Fig. 1: wiring by layer
Bar = 20 um. Only two layers are drawn.
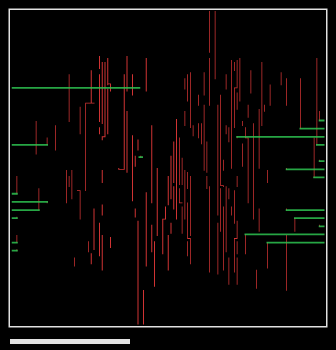
Fig. 2: I/O pins on the die edge
Bar = 20 um. Pins as bars across the die edge, other pins in grey.
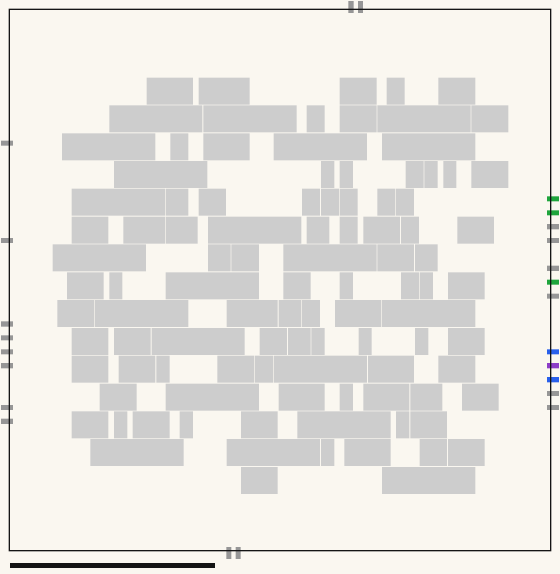
Fig. 3: placement by cell class
Bar = 20 um. Fill, decap, tap and diode cells in grey.
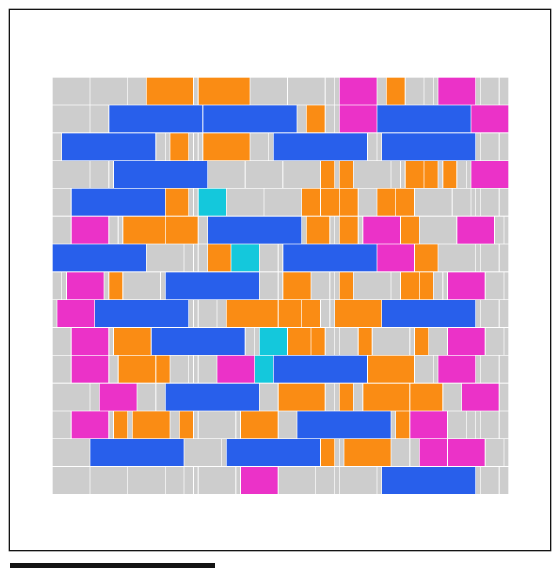
Fig. 4: cell area per tile
The die is cut into 11 by 11 equal tiles; black is low, pale yellow is high, 0 to 100% covered.
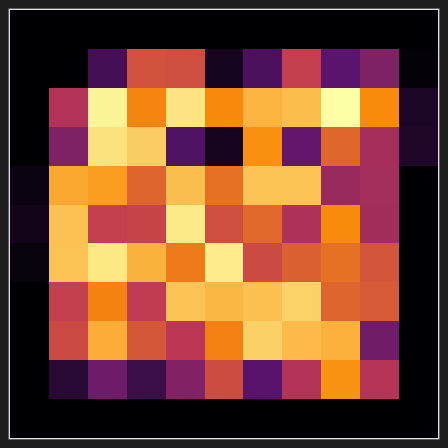
==> src/rtl/calc_pkg.sv <==
// Shared definitions for the remainder calculator front end.
package calc_pkg;

  localparam int OPERAND_W        = 3;
  localparam int SIGN_BIT         = 2;
  localparam int MAG_W            = 2;
  localparam int DEBOUNCE_DEFAULT = 4;

  typedef enum logic [1:0] {
    S_NUM  = 2'd0,
    S_DEN  = 2'd1,
    S_CALC = 2'd2,
    S_SHOW = 2'd3
  } state_t;

endpackage

==> src/rtl/button_debounce.sv <==
// Push-button conditioner: 2-flop synchroniser, counting debouncer and a
// one-cycle pulse on the rising edge of the debounced level.
module button_debounce #(
  parameter int DEBOUNCE_CYCLES = 4,
  parameter int CNT_W           = 3
) (
  input  logic clk,
  input  logic rst_n,
  input  logic btn,
  output logic level,
  output logic press
);

  localparam logic [CNT_W-1:0] CNT_LAST = CNT_W'(DEBOUNCE_CYCLES - 1);

  logic             sync_p0;
  logic             sync_p1;
  logic [CNT_W-1:0] cnt;
  logic             level_q;
  logic             level_d;
  logic             press_q;

  // Bring the raw button into the clock domain.
  always_ff @(posedge clk or negedge rst_n) begin
    if (!rst_n) begin
      sync_p0 <= 1'b0;
      sync_p1 <= 1'b0;
    end else begin
      sync_p0 <= btn;
      sync_p1 <= sync_p0;
    end
  end

  // Toggle the level only after DEBOUNCE_CYCLES consecutive differing samples.
  always_ff @(posedge clk or negedge rst_n) begin
    if (!rst_n) begin
      cnt     <= '0;
      level_q <= 1'b0;
    end else if (sync_p1 == level_q) begin
      cnt <= '0;
    end else if (cnt == CNT_LAST) begin
      cnt     <= '0;
      level_q <= ~level_q;
    end else begin
      cnt <= cnt + 1'b1;
    end
  end

  // Registered single-cycle pulse on the debounced rising edge.
  always_ff @(posedge clk or negedge rst_n) begin
    if (!rst_n) begin
      level_d <= 1'b0;
      press_q <= 1'b0;
    end else begin
      level_d <= level_q;
      press_q <= level_q & ~level_d;
    end
  end

  assign level = level_q;
  assign press = press_q;

endmodule

==> src/rtl/rem_operand_sequencer.sv <==
// Operand capture sequencer for the combinational remainder unit: numerator
// and denominator are entered one debounced press each, the unit's outputs
// are registered once and held for display.
module rem_operand_sequencer
  import calc_pkg::*;
#(
  parameter int DEBOUNCE_CYCLES = DEBOUNCE_DEFAULT,
  parameter int CNT_W           = 3
) (
  input  logic                 clk,
  input  logic                 rst_n,
  input  logic [OPERAND_W-1:0] sw_value,
  input  logic                 enter,
  input  logic                 clear,
  output logic [OPERAND_W-1:0] numerator,
  output logic [OPERAND_W-1:0] denominator,
  input  logic [OPERAND_W-1:0] rem_remainder,
  input  logic                 rem_divbyzero,
  output logic [OPERAND_W-1:0] result,
  output logic                 error,
  output logic                 result_valid,
  output logic [1:0]           state_o
);

  state_t               state;
  state_t               state_next;
  logic [OPERAND_W-1:0] num_next;
  logic [OPERAND_W-1:0] den_next;
  logic [OPERAND_W-1:0] res_next;
  logic                 err_next;
  logic                 vld_next;
  logic                 press;
  logic                 enter_level;

  button_debounce #(
    .DEBOUNCE_CYCLES(DEBOUNCE_CYCLES),
    .CNT_W          (CNT_W)
  ) u_enter_db (
    .clk  (clk),
    .rst_n(rst_n),
    .btn  (enter),
    .level(enter_level),
    .press(press)
  );

  // State and all visible registers update together.
  always_ff @(posedge clk or negedge rst_n) begin
    if (!rst_n) begin
      state        <= S_NUM;
      numerator    <= '0;
      denominator  <= '0;
      result       <= '0;
      error        <= 1'b0;
      result_valid <= 1'b0;
    end else begin
      state        <= state_next;
      numerator    <= num_next;
      denominator  <= den_next;
      result       <= res_next;
      error        <= err_next;
      result_valid <= vld_next;
    end
  end

  // Next-state and register updates; clear overrides any press.
  always_comb begin
    state_next = state;
    num_next   = numerator;
    den_next   = denominator;
    res_next   = result;
    err_next   = error;
    vld_next   = result_valid;
    if (clear) begin
      state_next = S_NUM;
      num_next   = '0;
      den_next   = '0;
      res_next   = '0;
      err_next   = 1'b0;
      vld_next   = 1'b0;
    end else begin
      case (state)
        S_NUM: begin
          if (press) begin
            num_next   = sw_value;
            state_next = S_DEN;
          end
        end
        S_DEN: begin
          if (press) begin
            den_next   = sw_value;
            state_next = S_CALC;
          end
        end
        S_CALC: begin
          // Operands are registers, so the remainder unit has settled here.
          res_next   = rem_remainder;
          err_next   = rem_divbyzero;
          vld_next   = 1'b1;
          state_next = S_SHOW;
        end
        S_SHOW: begin
          // Chained entry: new numerator, old denominator stays visible.
          if (press) begin
            num_next   = sw_value;
            vld_next   = 1'b0;
            state_next = S_DEN;
          end
        end
        default: state_next = S_NUM;
      endcase
    end
  end

  assign state_o = state;

endmodule

==> config.mk <==
export PLATFORM = sky130hd
export DESIGN_NAME = rem_operand_sequencer
export DESIGN_NICKNAME = d
export VERILOG_FILES = /design/src/rtl/calc_pkg.sv /design/src/rtl/button_debounce.sv /design/src/rtl/rem_operand_sequencer.sv
export SDC_FILE = /design/constraint.sdc
export NUM_CORES = 1
export LEC_CHECK = 0
export CAP_MARGIN = 20
export CORE_MARGIN = 4
export CORE_UTILIZATION = 45
export CTS_BUF_LIST = sky130_fd_sc_hd__clkbuf_2 sky130_fd_sc_hd__clkbuf_4 sky130_fd_sc_hd__clkbuf_8
export CTS_CLUSTER_DIAMETER = 60
export DETAILED_ROUTE_END_ITERATION = 16
export PLACE_DENSITY = 0.75
export REMOVE_ABC_BUFFERS = 1
export SYNTH_ARGS = -nofsm -noshare
export SYNTH_HDL_FRONTEND = slang
export SYNTH_SLANG_ARGS = --single-unit
==> constraint.sdc <==
create_clock -name clk -period 2.5 [get_ports clk]
set_input_delay 0.5 -clock clk [delete_from_list [all_inputs] [get_ports clk]]
set_output_delay 0.5 -clock clk [all_outputs]
set_load 0.005 [all_outputs]
==> flow_summary.yaml <==
# flow metrics
logic_synthesis:
  synthSimpleGateAreaFrac_pct: 17.6
  ys_warn_count: 0
  synth_stat.cells: 76
  syn_inst: 76
  synthXorXnorAreaFrac_pct: 0.970
  yosysChipArea_um2: 903
  netlist_area_um2: 903
  synth_flops: 21
global_routing:
  overflow: 0
  grt_first_pass_wirelength_mm: 2.91
  first_global_vias: 655
  antenna_found_initial: 0
  grt_max_degree: 22
  grtUsageTotal_pct: 14.4
clocking:
  htreeDepth: 1
  cts_buffers: 3
  clk_latency_ps: 290
  post_cts_buffers: 0
detailed_routing:
  wl_met2_um: 751
  met1_length_um: 778
  drc: 0
  routed_wl_mm: 1.64
  vias: 618
  highest_layer: "met4"
  ant_nets: 0
  routedWlPerCell_um: 13.0
setup_path:
  worstPathMaxFanout: 5
  rr_startpoint: "state_o[0]$_DFFE_PN0P_"
  cp-startpoint: "state_o[0]$_DFFE_PN0P_"
  crit_chain: "clkdlybuf4s50_1"
  slowest_delay_ps: 530
  r2r_end: "state_o[0]$_DFFE_PN0P_"
  rrSetupSlack_ps: 1110
  endpoint_kind: "primary output"
  cp.depth: 1
  crit_required_ps: 2000
  path_delay_family: "buffers and inverters"
timing:
  maxSlewViolCount: 0
  final-setup-viol-count: 0
  grt_setup_unrepaired: "false"
  finalSetupTns_ps: 0
  fin_skew_ps: 2.02
  max_clock_freq_mhz: 570
  hold_viol_final: 0
pwr:
  pwr-share-comb_pct: 38.1
  max-vdd-ir-drop_mv: 0.446
  total_leakage_power_nw: 0.513
  sw_frac_of_total_pct: 33.3
  power_density_nw_per_um2: 904
  maxPowerGroup: "sequential cells"
  pwr-share-seq_pct: 46.8
  pg_comb_uw: 406
  clk-power_uw: 161
cells_and_area:
  area_growth_pct: 30.2
  drive_gt1_share_pct: 10.9
  final_cells: 126
  postLayoutCellArea_um2: 1180
  final_cell_mix: "clkdlybuf4s50_1, dfrtp_1, nand2_1"
floorplanning:
  fp_util_pct: 49.6
  core_um2: 1820
  io_pins: 24
  row_count: 15
placement:
  gp_congestion: 0.739
  placed_area_um2: 1150
  place_hpwl_mm: 1.21
  dp.cells: 122
hold_path:
  hold_class: "flop to flop"
run_status:
  status: "finished, final reports clean"
## Picture notes: Fig. 1
legend:
  met3:
    colour: green
    wire_length: 103 um
  met2:
    colour: red
    wire_length: 751 um

## Picture notes: Fig. 2
legend:
  `state_o`:
    colour: blue
    pins: 2
    direction: output
    edge: east
  `result_valid`:
    colour: purple
    pins: 1
    direction: output
    edge: east
  `denominator`:
    colour: green
    pins: 3
    direction: output
    edge: east

## Picture notes: Fig. 3
legend:
  clock drivers and dummy loads:
    colour: cyan
    cells: 4
  other buffers and delay cells:
    colour: magenta
    cells: 24
  all other logic:
    colour: orange
    cells: 52
  flip-flops:
    colour: blue
    cells: 21

## Picture notes: Fig. 4
nearly empty tiles: 31%
densest ninth of the die: centre
mean over tiles: 41%
tiles over 75% full: 23%
fullest tile: 100%

registers in the layout, summed over array words and instances (netlist names):
name and flops:
result_valid 1, error 1, state_o 2, u_enter_db.cnt 3, u_enter_db.press 1, numerator 3
denominator 3, u_enter_db.sync_p0 1, result 3, u_enter_db.level_d 1, u_enter_db.sync_p1 1, u_enter_db.level 1
Yosys cell counts (all sizes together):
| library cell | number | area, um2 |
|---|---|---|
| nand2 | 10 | 42.5 |
| nor3 | 1 | 5.00 |
| a2bb2oi | 1 | 8.76 |
| o31ai | 1 | 12.5 |
| mux2i | 4 | 40.0 |
| nor2b | 5 | 46.3 |
| inv | 2 | 7.51 |
| mux2 | 1 | 11.3 |
| buf | 2 | 18.8 |
| clkbuf | 1 | 5.00 |
| dfrtp | 21 | 526 |
| nor3b | 1 | 12.5 |
| a21oi | 6 | 30.0 |
| nor2 | 6 | 22.5 |
| o22ai | 1 | 6.26 |
| nand3 | 6 | 30.0 |
| ha | 5 | 62.6 |
| xnor2 | 1 | 8.76 |
| o21bai | 1 | 7.51 |
layout make-up:
class,instances,area (um2)
multi-input combinational,50,347
inverter,2,7.51
tap,25,31.3
clock buffer,3,22.5
fill,152,644
sequential,21,526
timing repair buffer,24,238
clock inverter,1,5.00
stage by stage:
| step | util, % | power (mW) | hold slack [ps] | worst slack, ps |
|---|---|---|---|---|
| after floorplan | - | 0.741 | 204 | 1240 |
| after global placement | 63.1 | 0.893 | 341 | 805 |
| after detailed placement | 63.1 | 0.915 | 346 | 717 |
| after CTS | 64.6 | 1.08 | 378 | 728 |
| after global routing | 64.6 | 1.15 | 381 | 670 |
| final | 64.6 | 1.06 | 372 | 744 |
per-layer routing:
layer	track usage, %	vias up
li1	-	302
met1	18.9	294
met2	23.1	20
met3	3.99	2
met4	3.83	0
met5	0	-
Power and IR drop assume default switching activity.
